### Pin placement, run 1

Pins as bars across the die edge, other pins in gray.
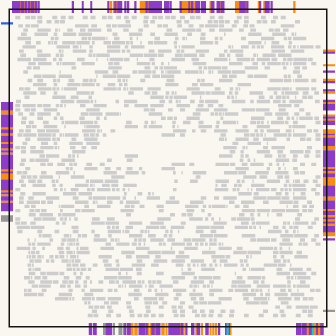
### Logic cells by family, run 1

The bar under the picture is 50 um long.
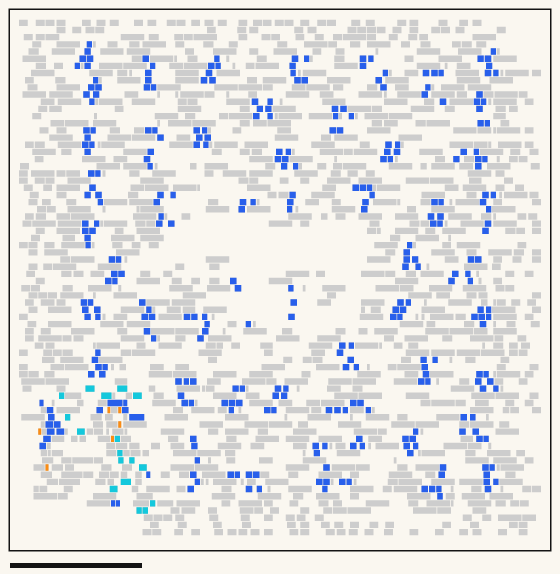
### Clock nets, run 1

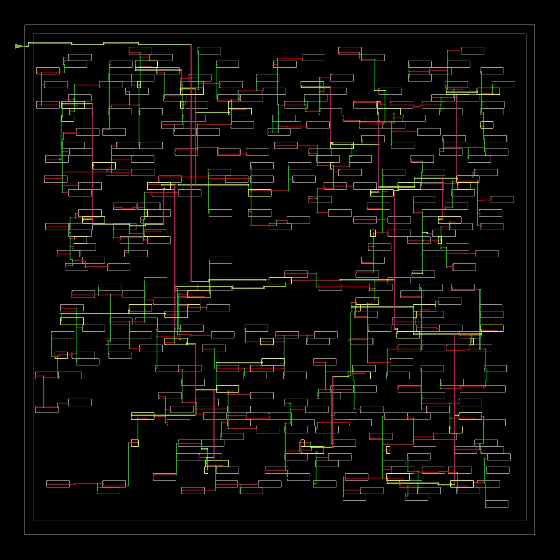
### src/rtl/rv32i_types.sv
// rtl/rv32i_types.sv - shared core types: CDB entry layout and machine-size constants
//   N_ALU, N_MUL   : functional-unit counts feeding the CDB
//   ROB_DEPTH      : reorder-buffer entries, sets the rob_id width
//   cdb_entry_t    : one result as broadcast on a CDB lane
//   cdb_entry_w()  : packed width of a CDB entry for a given ROB depth
//   ptr_w()        : width of an index into n slots (at least 1 bit)
package rv32i_types;

  localparam int N_ALU     = 2;
  localparam int N_MUL     = 2;
  localparam int ROB_DEPTH = 8;
  localparam int PD_W      = 6;
  localparam int RD_W      = 5;

  typedef struct packed {
    logic [$clog2(ROB_DEPTH)-1:0] rob_id;
    logic [PD_W-1:0]              pd;
    logic [RD_W-1:0]              rd;
    logic [31:0]                  value;
    logic                         is_branch;
    logic                         branch_taken;
    logic                         predict_branch;
  } cdb_entry_t;

  // Same field order as cdb_entry_t, but with rob_id sized by an arbitrary
  // ROB depth so arbiters built for other depths keep the full rob_id.
  function automatic int cdb_entry_w(input int rob_depth);
    return $clog2(rob_depth) + PD_W + RD_W + 32 + 3;
  endfunction

  function automatic int ptr_w(input int n);
    return (n > 1) ? $clog2(n) : 1;
  endfunction

endpackage

### src/rtl/cdb_rr_picker.sv
// rtl/cdb_rr_picker.sv - combinational multi-grant round-robin picker
//   req        : per-slot request vector
//   ptr        : slot where the circular scan starts
//   sel        : per-lane one-hot slot select (k-th grant in scan order -> lane k)
//   lane_valid : lane k received a grant
//   next_ptr   : one past the last granted slot, or ptr when nothing granted
module cdb_rr_picker
  import rv32i_types::*;
#(
  parameter int N_SRC  = 4,
  parameter int N_PORT = 2
) (
  input  logic [N_SRC-1:0]                    req,
  input  logic [ptr_w(N_SRC)-1:0]             ptr,
  output logic [N_PORT-1:0][N_SRC-1:0]        sel,
  output logic [N_PORT-1:0]                   lane_valid,
  output logic [ptr_w(N_SRC)-1:0]             next_ptr
);

  localparam int PW = ptr_w(N_SRC);

  function automatic logic [PW-1:0] wrap(input logic [PW-1:0] p, input int off);
    int s;
    s = (int'(p) + off) % N_SRC;
    return PW'(s);
  endfunction

  logic [PW-1:0] idx;

  // rank counts requesters already seen in scan order; the requester whose
  // rank equals k owns lane k. Ranks beyond N_PORT-1 simply get no lane.
  always_comb begin
    int rank;
    rank       = 0;
    idx        = '0;
    sel        = '0;
    lane_valid = '0;
    next_ptr   = ptr;
    for (int j = 0; j < N_SRC; j++) begin
      idx = wrap(ptr, j);
      if (req[idx]) begin
        for (int k = 0; k < N_PORT; k++) begin
          if (rank == k) begin
            sel[k][idx]   = 1'b1;
            lane_valid[k] = 1'b1;
            next_ptr      = wrap(idx, 1);
          end
        end
        rank = rank + 1;
      end
    end
  end

endmodule

### src/rtl/cdb_arbiter.sv
// rtl/cdb_arbiter.sv - per-unit result holding slots driven round-robin onto the CDB lanes
//   clk, rst   : clock, asynchronous active-low reset
//   flush      : mispredict flush, drops every buffered and pending result
//   fu_valid   : unit i presents a result on fu_result[i]
//   fu_result  : per-unit result payload (cdb_entry_t layout)
//   fu_ready   : slot i takes the presented result on this edge
//   cdb_valid  : lane k carries a result (no back-pressure on the bus)
//   cdb_out    : lane payload, holds its last value while the lane is idle
module cdb_arbiter
  import rv32i_types::*;
#(
  parameter int N_SRC     = N_ALU + N_MUL,
  parameter int N_PORT    = 2,
  parameter int ROB_DEPTH = rv32i_types::ROB_DEPTH
) (
  input  logic                                          clk,
  input  logic                                          rst,
  input  logic                                          flush,
  input  logic [N_SRC-1:0]                              fu_valid,
  input  logic [N_SRC-1:0][cdb_entry_w(ROB_DEPTH)-1:0]  fu_result,
  output logic [N_SRC-1:0]                              fu_ready,
  output logic [N_PORT-1:0]                             cdb_valid,
  output logic [N_PORT-1:0][cdb_entry_w(ROB_DEPTH)-1:0] cdb_out
);

  localparam int EW = cdb_entry_w(ROB_DEPTH);
  localparam int PW = ptr_w(N_SRC);

  logic [N_SRC-1:0]             hold_valid;
  logic [N_SRC-1:0][EW-1:0]     hold;
  logic [PW-1:0]                rr_ptr;
  logic [PW-1:0]                next_ptr;
  logic [N_PORT-1:0][N_SRC-1:0] sel;
  logic [N_PORT-1:0]            lane_valid;
  logic [N_SRC-1:0]             grant;
  logic [N_PORT-1:0][EW-1:0]    lane_data;

  cdb_rr_picker #(
    .N_SRC  (N_SRC),
    .N_PORT (N_PORT)
  ) u_picker (
    .req        (hold_valid),
    .ptr        (rr_ptr),
    .sel        (sel),
    .lane_valid (lane_valid),
    .next_ptr   (next_ptr)
  );

  always_comb begin
    grant     = '0;
    lane_data = '0;
    for (int k = 0; k < N_PORT; k++) begin
      grant = grant | sel[k];
      for (int i = 0; i < N_SRC; i++) begin
        if (sel[k][i]) lane_data[k] = lane_data[k] | hold[i];
      end
    end
  end

  // A slot being granted this cycle is free again at the edge, so the unit
  // may refill it in the same cycle; rst is folded in so nothing looks
  // accepted while the arbiter is held in reset.
  assign fu_ready = {N_SRC{rst & ~flush}} & (~hold_valid | grant);

  always_ff @(posedge clk or negedge rst) begin
    if (!rst) begin
      hold_valid <= '0;
      hold       <= '0;
      rr_ptr     <= '0;
      cdb_valid  <= '0;
      cdb_out    <= '0;
    end else if (flush) begin
      hold_valid <= '0;
      cdb_valid  <= '0;
      rr_ptr     <= '0;
    end else begin
      for (int i = 0; i < N_SRC; i++) begin
        if (fu_valid[i] && fu_ready[i]) begin
          hold[i]       <= fu_result[i];
          hold_valid[i] <= 1'b1;
        end else if (grant[i]) begin
          hold_valid[i] <= 1'b0;
        end
      end
      cdb_valid <= lane_valid;
      for (int k = 0; k < N_PORT; k++) begin
        if (lane_valid[k]) cdb_out[k] <= lane_data[k];
      end
      rr_ptr <= next_ptr;
    end
  end

endmodule

### config.mk
export PLATFORM = sky130hd
export DESIGN_NAME = cdb_arbiter
export DESIGN_NICKNAME = d
export VERILOG_FILES = /design/src/rtl/rv32i_types.sv /design/src/rtl/cdb_rr_picker.sv /design/src/rtl/cdb_arbiter.sv
export SDC_FILE = /design/constraint.sdc
export NUM_CORES = 1
export LEC_CHECK = 0
export CORE_MARGIN = 3
export CORE_UTILIZATION = 35
export CTS_CLUSTER_SIZE = 25
export DETAILED_ROUTE_END_ITERATION = 16
export GPL_ROUTABILITY_DRIVEN = 0
export PLACE_DENSITY_LB_ADDON = 0.05
export SLEW_MARGIN = 0
export SYNTH_ARGS = -nofsm -noshare
export SYNTH_HDL_FRONTEND = slang
export SYNTH_HIERARCHICAL = 1
export SYNTH_SLANG_ARGS = --single-unit
### constraint.sdc
create_clock -name clk -period 8.56 [get_ports clk]
set_input_delay 1.712 -clock clk [delete_from_list [all_inputs] [get_ports clk]]
set_output_delay 1.712 -clock clk [all_outputs]
set_load 0.1 [all_outputs]
==> impl_metrics.toml, run 1 <==
# synthesis and place-and-route metrics
[run_status]
status = "complete, no violations"

[min_path]
hold_class = "register to register"
hold_start = "hold[194]"
hold_end = "hold[194]"
hold_depth = 1

[layout]
final-comb-area_um2 = 5760
fin_util = 0.471
fin_nets = 1561
area_growth_pct = 32.2
fillCellCount = 3518
seq_area_um2 = 7560
drive_gt1_frac = 0.209

[floorplanning]
initCoreUtil = 0.356
ios = 307
std_cell_rows = 72
fp.dieH_um = 205
core-area_um2 = 38800
die_x_um = 205
dieArea_um2 = 41900

[yosys]
yosysChipArea_um2 = 13800
syn-cell-area_um2 = 13800
yosys_cells = 1075
ys.flop_type = "dfrtp_1"
synthArstFlopShare = 1.00
synth.avg_cell_area_um2 = 12.9
synthesis.nets = 1288
syn_inst = 1075
top_cell = "dfrtp_1"
yosys.cell_types.count = 47
ys_warn_count = 6
yosys-top-cells-area = "dfrtp_1, mux2_2, a22oi_1"
numSynthFlops = 302
yosysSeqAreaShare = 0.546
edf_count = 0
top_area_cell = "dfrtp_1"
common_cells = "dfrtp_1, a22oi_1, mux2_2"
yosys.area.top_type_share = 0.546

[cts]
hold_buffers = 0
numCtsBuffers = 36
clockBufferDepth = 3
cts_setup_buffers = 0
ctsResizeCount = 0
htree_levels = 2
root_buffer = "clkbuf_16"
cts_tree = "yes"
clkTransAtPathRegs_ns = 0.06
cts.sinks = 302

[timing]
slew_headroom = 0.276
drv_slew = 0
rsz0062_at_grt = "no"
fmax_mhz = 149
finalSetupViolations = 0
min_period_ns = 6.73
hold_violations = 0
tns_ns = 0
period_used_share = 0.786
timing.final.ws_setup_ns = 1.83
worst_slew_pin_slew_ns = 1.08

[drt]
wire_per_inst_um = 24.8
drt-total-wl_mm = 46.9
drtIter0Drc = 620
drc_errors = 0
ant_nets = 0
via_per_inst = 5.47
first_pass_iters = 5
num_vias = 10400

[critical_path]
critPathBufInv = 4
crit_chain = "inv_1 > ha_1 > mux4_2 > inv_1 > ha_1 > inv_1 > or3_4 > a21oi_4 > a221o_2 > or3b_1 > and2_1 > clkdlybuf4s50_1"
crit_fanout = 12
reg2regPathDepth = 13
worstPathArrival_ns = 5.02
crit_type = "register to primary output"
r2r_slack_ns = 3.56
startpoint_type = "register"
critPathTopFamily = "buffers and inverters"
cp_data_required_time_ns = 6.85
end_kind = "primary output"
r2r-end = "hold[114]"
cp_slowest_cell = "clkdlybuf4s50_1"
reg2reg_from = "rr_ptr[0]"
cpMostUsedCell = "inv_1"
path_depth = 12
critPathLaunch = "rr_ptr[0]"
cp_slowest_stage_delay_ns = 0.97

[power]
ir_worst_vdd_mv = 0.261
powerDensity_nw_per_um2 = 447
leakagePower_nw = 7.31
finalPower_w = 0.00818

[job]
maxCapViolations = 0
warning_count = 34

[placed_design]
dp.cells = 1828
place_ws_ns = 2.35
post-dp-hpwl_mm = 27.3
io_buffers = 306

[global_route]
grt_pass1_vias = 10700
grtUsageTotal = 0.221
grt_max_degree = 80
antenna_found_initial = 6
grt_first_pass_wirelength_mm = 69.4
gr-total-overflow = 0
Back to the opening pictures, 'Pin placement':
| port | color | pins | direction | edge |
|---|---|---|---|---|
| fu_result | purple | 196 | input | 63 top, 51 bottom, 44 right, 38 left |
| cdb_valid | cyan | 2 | output | bottom |
| clk | blue | 1 | input | left |
| cdb_out | orange | 98 | output | 32 top, 26 bottom, 26 right, 14 left |
all pins by edge: 95 top, 85 bottom, 71 right, 56 left

Back to the opening pictures, 'Logic cells by family':
| family | color | cells | where |
|---|---|---|---|
| and/or cells | cyan | 17 | bottom left |
| inv cells | orange | 6 | bottom left |
| aoi and oai cells | blue | 311 | all over the die |
dominant logic cell type in the layout: clkdlybuf4s50_1
fin cells: 1891
combinational share of cell area: 0.315

Back to the opening pictures, 'Clock nets':
Fin Clk Skew: 0.0120 ns
registers: 302
clk_lat worst skew: 0.51 ns

[run 1: final cells by class]
cell class	count	share of cell area
Multi-Input combinational cell	679	0.315
Sequential cell	302	0.413
Timing Repair Buffer	323	0.175
Inverter	6	0.00123
Clock inverter	3	0.000958
Clock buffer	57	0.0591
Antenna cell	3	0.000410
Tap cell	518	0.0354
[run 1: power breakdown]
part | switching [W] | leakage [nW] | internal (W)
clock network | 0.000588 | 0.536 | 0.000860
logic | 0.00302 | 3.19 | 0.00127
registers | 0.000427 | 3.58 | 0.00201
total | 0.00403 | 7.31 | 0.00414
[run 1: layer usage]
layer | GRT usage | wire length (um) | share of wire
met5 | 0 | 34 | 0.00073
met4 | 0.0661 | 1210 | 0.026
met3 | 0.0426 | 2830 | 0.060
met2 | 0.361 | 22400 | 0.48
met1 | 0.298 | 20400 | 0.44
[run 1: layout by cell type (no fill, tap or decap), types with 3 or more instances in the layout]
master / count
clkdlybuf4s50_1: 305
dfrtp_1: 302
a22oi_1: 196
mux2_2: 138
nor2_1: 103
a31oi_1: 98
mux2_4: 57
clkbuf_16: 37
buf_4: 17
clkbuf_1: 12
ha_1: 10
clkbuf_8: 8
a221o_2: 8
mux2_1: 5
o21ai_0: 5
inv_1: 5
and2_1: 4
nand3_4: 4
a32o_1: 4
and3_1: 4
diode_2: 3
or3b_1: 3
mux4_2: 3
nand3b_1: 3
mux2i_1: 3
[run 1: per-stage QoR]
| stage | hold WS, ns | cell area (um2) |
|---|---|---|
| finish | 0.520 | 18300 |
| detailed placement | 0.509 | 17200 |
| CTS | 0.521 | 18300 |
| global placement | 0.506 | 17200 |
| floorplan | 0.488 | 13800 |
| global route | 0.536 | 18300 |
[run 1: worst max-delay path by stage]
| stage | endpoint | slack, ns |
|---|---|---|
| finish | fu_ready[3] | 1.83 |
| global route | fu_ready[3] | 1.55 |
| CTS | fu_ready[3] | 1.79 |
| detailed placement | fu_ready[3] | 2.35 |
| global placement | fu_ready[3] | 2.44 |
| floorplan | fu_ready[3] | 3.19 |
[run 1: state kept, by name, indices dropped and copies added, names as in the netlist]
signal and count:
cdb_valid 2, rr_ptr 2, cdb_out 98, hold_valid 4, hold 196
[run 1: logic make-up (layout without fill, tap and decap cells)]
group,count (synthesis),after routing,share of synthesized area
DFF,302,302,0.546
buffers and inverters,94,389,0.0386
other,0,3,0
muxes,207,207,0.186
xor gates and xnor gates,1,1,0.000633
and+or+nand+nor,137,137,0.0490
AOI/OAI and AO/OA,324,324,0.170
adders and majority gates,10,10,0.00905
==> run 2, diff against run 1 <==
Clock period 8.56 ns to 6.3 ns, I/O delays scaled along.
==> run 2 against run 1 <==
Compared with the run above: clock-buffer cell count unchanged; clock skew is 0.010 ns higher; utilization rose by 0.38 points; synthesized area unchanged.
==> impl_metrics.toml, run 2 <==
# synthesis and place-and-route metrics
[run_status]
status = "complete, no violations"

[timing]
worst_clock_skew_ns = 0.0223
worst_slew_pin_slew_ns = 1.09
fmax_mhz = 179
slew_headroom = 0.272
hold_violations = 0
drv_slew = 0
min_period_ns = 5.58
finalSetupViolations = 0
period_used_share = 0.886
tns_ns = 0
timing.final.ws_setup_ns = 0.716
rsz0062_at_grt = "no"

[yosys]
synth.avg_cell_area_um2 = 12.9
yosysSeqAreaShare = 0.546
common_cells = "dfrtp_1, a22oi_1, mux2_2"
yosys.area.top_type_share = 0.546
syn_inst = 1075
numSynthFlops = 302
syn-cell-area_um2 = 13800
ys.flop_type = "dfrtp_1"
yosys-top-cells-area = "dfrtp_1, mux2_2, a22oi_1"
yosysChipArea_um2 = 13800
yosys_cells = 1075
edf_count = 0
top_cell = "dfrtp_1"
synthesis.nets = 1288
synthArstFlopShare = 1.00
ys_warn_count = 6
top_area_cell = "dfrtp_1"
yosys.cell_types.count = 47

[critical_path]
cp_slowest_stage_delay_ns = 0.64
end_kind = "primary output"
crit_type = "register to primary output"
r2r_slack_ns = 1.39
reg2regPathDepth = 13
cpMostUsedCell = "inv_1"
startpoint_type = "register"
cp_slowest_cell = "dfrtp_1"
crit_fanout = 12
cp_data_required_time_ns = 5.04
crit_chain = "inv_1 > ha_1 > mux4_2 > inv_1 > ha_1 > inv_1 > nand3_1 > a21oi_4 > a221o_2 > or3b_1 > and2_1 > buf_4"
worstPathArrival_ns = 4.32

[drt]
first_pass_iters = 7
drc_errors = 0
drtIter0Drc = 665
highest_layer = "met5"
dr_wl_met3_mm = 3.28
ant_nets = 0
drt-met1-wl_mm = 19.9
via_per_inst = 5.49
wl_met2_mm = 22.4

[cts]
ctsResizeCount = 0
cts_setup_buffers = 0
root_buffer = "clkbuf_16"
cts_tree = "yes"
clk_latency_ns = 0.54
numCtsBuffers = 37
htree_levels = 2
clkTransAtPathRegs_ns = 0.05
cts.sinks = 302
clockBufferDepth = 3
hold_buffers = 0

[min_path]
hold_class = "register to register"
hold_depth = 1

[floorplanning]
initCoreUtil = 0.356
fp.dieH_um = 205
dieArea_um2 = 41900
core-area_um2 = 38800
die_x_um = 205
ios = 307
std_cell_rows = 72

[placed_design]
post-dp-hpwl_mm = 27.6
io_buffers = 306
place_ws_ns = 1.29
dp.cells = 1829

[layout]
largest_register_ffs = 196
regMostFlops = "hold"
reg_top3 = "hold: 196 flops, cdb_out: 98 flops, hold_valid: 4 flops"
fin_nets = 1563
layoutNonFillerInstCount = 1896
final_common_cell = "dfrtp_1"
fin_util = 0.475
final-comb-area_um2 = 5760
mostFrequentLayoutCells = "dfrtp_1, clkdlybuf4s50_1, a22oi_1, mux2_2, nor2_1"
area_growth_pct = 33.3
seq_area_um2 = 7560
drive_gt1_frac = 0.218
fillCellCount = 3568

[power]
pwr-share-seq = 0.293
internal_power_w = 0.00575
p_clk_frac = 0.188
powerDensity_nw_per_um2 = 612
leakagePower_nw = 7.40
p_sw_w = 0.00553
ir_worst_vdd_mv = 0.356
p_sw_frac = 0.490
pwr-share-comb = 0.519

[job]
maxCapViolations = 0
warning_count = 37

[global_route]
grt_first_pass_wirelength_mm = 69.6
antenna_found_initial = 5
gr-total-overflow = 0
grt_max_degree = 153
grt_pass1_vias = 10900
-- run 2: cell counts after synthesis --
No cell type changed its count.
-- run 2: power by group through the flow --
stage                     Sequential [W]  Clock (W)  Combinational (W)
final                            0.00330    0.00212            0.00585
after global placement           0.00331          0            0.00584
after global routing             0.00341    0.00226            0.00614
after floorplan                  0.00556          0            0.00195
after detailed placement         0.00332          0            0.00587
after CTS                        0.00330    0.00218            0.00587
-- run 2: kinds of logic after synthesis --
family,count (synthesis),synth area share
XOR/XNOR,1,0.000633
AND-OR/OR-AND,324,0.170
multiplexers,207,0.186
flip-flops,302,0.546
buffers and inverters,94,0.0386
AND/OR/NAND/NOR,137,0.0490
adder cells (fa/ha/maj),10,0.00905
-- run 2: final cells by class --
| type | instances | area share |
|---|---|---|
| Antenna cell | 2 | 0.000271 |
| Tap cell | 518 | 0.0352 |
| Multi-Input combinational cell | 679 | 0.312 |
| Clock inverter | 8 | 0.00387 |
| Timing Repair Buffer | 324 | 0.175 |
| Sequential cell | 302 | 0.410 |
| Clock buffer | 57 | 0.0620 |
| Inverter | 6 | 0.00122 |
-- run 2: worst paths after layout --
| check | start | to |
|---|---|---|
| min | hold[192] | hold[192] |
| max | rr_ptr[0] | fu_ready[1] |
| max in group asynchronous | rst | cdb_out[79] |
| max reg2reg | rr_ptr[0] | hold[38] |
| min in group asynchronous | rst | hold[51] |
| min reg2reg | hold[192] | hold[192] |
-- run 2: through the flow --
stage          hold WS, ns  power, W  instance area (um2)
6_report             0.524    0.0113                18400
5_1_grt              0.542    0.0118                18400
4_1_cts              0.527    0.0114                18400
3_5_place_dp         0.513   0.00919                17200
3_3_place_gp         0.507   0.00915                17200
2_1_floorplan        0.488   0.00751                13800
-- run 2: layer usage --
layer,global-route usage,vias to the layer above
met2,0.366,418
met5,0,-
li1,-,4659
met4,0.0705,6
met1,0.296,5247
met3,0.0427,84
-- run 2: critical path: cells and delay by family (launching register included) --
family	cells	cell delay (ns)
simple gates	3	0.78
buf+inv	4	0.63
fa+ha+maj	2	0.89
mux	1	0.40
compound gates	2	0.45
flops	1	0.64
### Signal wires by layer, run 2

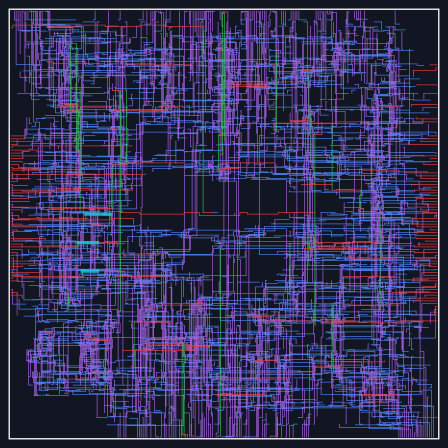
| layer | color | wire length |
|---|---|---|
| M1 | blue | 19900 um |
| M4 | green | 1280 um |
| M2 | purple | 22.4 mm |
| M5 | cyan | 28.5 um |
| M3 | red | 3280 um |
drt wl/cell: 24.8 um
GRT Overall Usage: 0.222
Via Count: 10400
drt total wl: 46.9 mm

==> run 3, diff against run 2 <==
Settings changed: PLACE_DENSITY set to 0.6, PLACE_DENSITY_LB_ADDON 0.05 to not set.
==> run 3 against run 2 <==
Compared with the run above: final area down 0.62%; sequential power barely moved; flip-flop count is the same; sequential share of layout area rose by 0.25 points; die area unchanged; maximum frequency up 1.1%.
==> impl_metrics.toml, run 3 <==
# synthesis and place-and-route metrics
[drt]
ant_nets = 0
drt-total-wl_mm = 46.7
first_pass_iters = 5
drc_errors = 0
wire_per_inst_um = 24.7
drtIter0Drc = 830
num_vias = 10500

[yosys]
top_cell = "dfrtp_1"
synthArstFlopShare = 1.00
ys_warn_count = 6
syn-cell-area_um2 = 13800
common_cells = "dfrtp_1, a22oi_1, mux2_2"
edf_count = 0
yosys.cell_types.count = 47
yosysChipArea_um2 = 13800
ys.flop_type = "dfrtp_1"
synthesis.nets = 1288
yosys_cells = 1075
yosysSeqAreaShare = 0.546
yosys-top-cells-area = "dfrtp_1, mux2_2, a22oi_1"
syn_inst = 1075
top_area_cell = "dfrtp_1"
synth.avg_cell_area_um2 = 12.9
yosys.area.top_type_share = 0.546
numSynthFlops = 302

[cts]
numCtsBuffers = 36
cts_setup_buffers = 0
clockBufferDepth = 3
ctsResizeCount = 0
clkTransAtPathRegs_ns = 0.06
root_buffer = "clkbuf_16"
htree_levels = 2
clk_latency_ns = 0.51
cts_tree = "yes"
hold_buffers = 0

[critical_path]
critPathBufInv = 4
startpoint_type = "register"
end_kind = "primary output"
crit_chain = "inv_1 > ha_1 > mux4_2 > inv_1 > ha_1 > inv_1 > nand3_1 > a21oi_4 > a221o_2 > or3b_1 > and2_1 > buf_4"
crit_type = "register to primary output"
cp_slowest_stage_delay_ns = 0.64
cp_data_required_time_ns = 5.04
reg2reg_from = "rr_ptr[0]"
critPathTopFamily = "adder cells"
cpMostUsedCell = "inv_1"
worstPathArrival_ns = 4.26
crit_fanout = 12
critPathLaunch = "rr_ptr[0]"

[floorplanning]
ios = 307
die_x_um = 205
fp.dieH_um = 205
dieArea_um2 = 41900
core-area_um2 = 38800
initCoreUtil = 0.356

[global_route]
use_met3 = 0.0443
grt_pass1_vias = 10900
grt_first_pass_wirelength_mm = 69.7
antenna_found_initial = 6
grtUsageTotal = 0.219
grt-busiest-layer = "met2"
grt_util_met2 = 0.358
gr-total-overflow = 0
grt_max_degree = 74
met1_usage = 0.294

[placed_design]
io_buffers = 306
post-dp-hpwl_mm = 27.9
place_ws_ns = 1.32

[power]
finalPower_w = 0.0111
ir_worst_vdd_mv = 0.371
leakagePower_nw = 7.34
p_sw_w = 0.00549
internal_power_w = 0.00566
p_sw_frac = 0.493
p_clk_frac = 0.179
powerDensity_nw_per_um2 = 608
pwr-share-seq = 0.296
pwr-share-comb = 0.525

[timing]
timing.final.ws_setup_ns = 0.776
slew_headroom = 0.282
fmax_mhz = 181
tns_ns = 0
finalSetupViolations = 0
rsz0062_at_grt = "no"
worst_slew_pin_slew_ns = 1.07
whs_ns = 0.516
drv_slew = 0
period_used_share = 0.877
hold_violations = 0
min_period_ns = 5.52

[layout]
drive_gt1_frac = 0.214
final_common_cell = "dfrtp_1"
fillCellCount = 3524
regMostFlops = "hold"
mostFrequentLayoutCells = "dfrtp_1, clkdlybuf4s50_1, a22oi_1, mux2_2, nor2_1"
largest_register_ffs = 196
fin_nets = 1565
area_growth_pct = 32.5

[run_status]
status = "complete, no violations"

[min_path]
hold_class = "register to register"
hold_start = "hold[194]"

[job]
warning_count = 34
maxCapViolations = 0
-- run 3: routing by layer --
layer | up-vias | wire length (um)
li1 | 4653 | -
met1 | 5318 | 19700
met2 | 459 | 22500
met3 | 84 | 3470
met4 | 4 | 1070
met5 | - | 27
-- run 3: cells by family after synthesis --
kind of cell | count (synthesis) | share of synthesized area
AND-OR/OR-AND | 324 | 0.170
AND/OR/NAND/NOR | 137 | 0.0490
multiplexers | 207 | 0.186
adder cells (fa/ha/maj) | 10 | 0.00905
flip-flops | 302 | 0.546
XOR/XNOR | 1 | 0.000633
buffers and inverters | 94 | 0.0386
-- run 3: layout make-up --
class / instances / area (um2) / share of cell area
Timing Repair Buffer: 327 / 3220 / 0.175
Antenna cell: 4 / 10.0 / 0.000546
Sequential cell: 302 / 7560 / 0.412
Inverter: 6 / 22.5 / 0.00123
Tap cell: 518 / 648 / 0.0354
Clock inverter: 4 / 47.5 / 0.00259
Multi-Input combinational cell: 679 / 5760 / 0.314
Clock buffer: 55 / 1060 / 0.0580
-- run 3: worst reg2reg max path: cells and delay by family, from the launching register on --
| family | cells | cell delay (ns) |
|---|---|---|
| AND/OR/NAND/NOR | 3 | 1.17 |
| AND-OR/OR-AND | 2 | 0.45 |
| multiplexers | 2 | 0.79 |
| flip-flops | 1 | 0.64 |
| buffers and inverters | 4 | 0.82 |
| adder cells (fa/ha/maj) | 2 | 0.86 |
-- run 3: path summary, 6_finish.rpt --
| kind | endpoint | slack, ns | depth (start not counted) |
|---|---|---|---|
| hold / removal | hold[194] | 0.52 | 1 |
| hold reg to reg | hold[194] | 0.52 | 1 |
| min in group asynchronous | cdb_out[65] | 0.63 | 1 |
| setup reg to reg | hold[58] | 1.45 | 13 |
| setup / recovery | fu_ready[1] | 0.78 | 12 |
| max in group asynchronous | cdb_out[85] | 3.53 | 3 |
-- run 3: metrics by stage --
stage / util / cell area [um2] / instances
after floorplan: - / 13800 / 1075
after global placement: 0.443 / 17200 / 1832
after detailed placement: 0.443 / 17200 / 1832
after CTS: 0.472 / 18300 / 1891
after global routing: 0.472 / 18300 / 1894
final: 0.472 / 18300 / 1895
-- run 3: power groups by stage --
| stage | Combinational, W | Sequential [W] | Clock, W |
|---|---|---|---|
| 2_1_floorplan | 0.00195 | 0.00556 | 0 |
| 3_3_place_gp | 0.00582 | 0.00329 | 0 |
| 3_5_place_dp | 0.00586 | 0.00332 | 0 |
| 4_1_cts | 0.00587 | 0.00329 | 0.00204 |
| 5_1_grt | 0.00615 | 0.00340 | 0.00212 |
| 6_report | 0.00586 | 0.00330 | 0.00199 |
### Clock nets, run 3

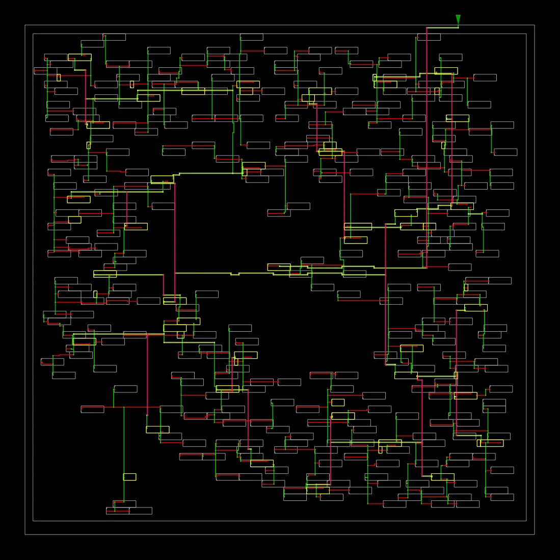
# clock sinks: 302
Fin Clk Skew: 0.0118 ns
Clock net power: 0.00199 W


==> notes/layouts.md <==
Pictures saved along the way, in no particular order.

Register map, names as in the netlist.
Other sequential cells in the stronger gray, the rest of the logic in the fainter gray.
panel A
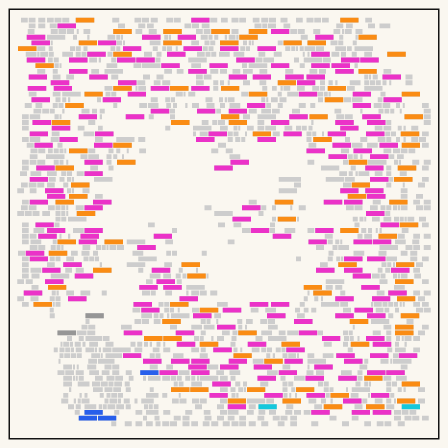
panel B
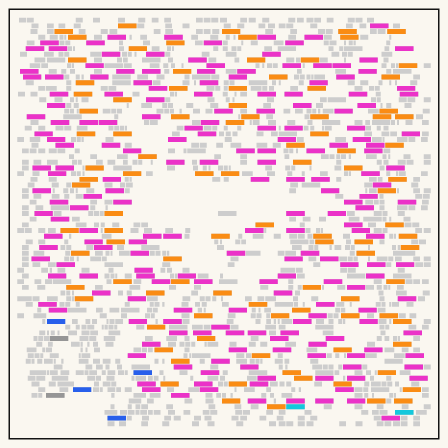
For run 3, see panel A.
For run 2, see panel B.

Key to panel A:
| signal | color | placed flops |
|---|---|---|
| hold_valid | blue | 4 |
| cdb_valid | cyan | 2 |
| hold | magenta | 196 |
| cdb_out | orange | 98 |

No activity file was given, so power comes from the tool's default toggle rates.
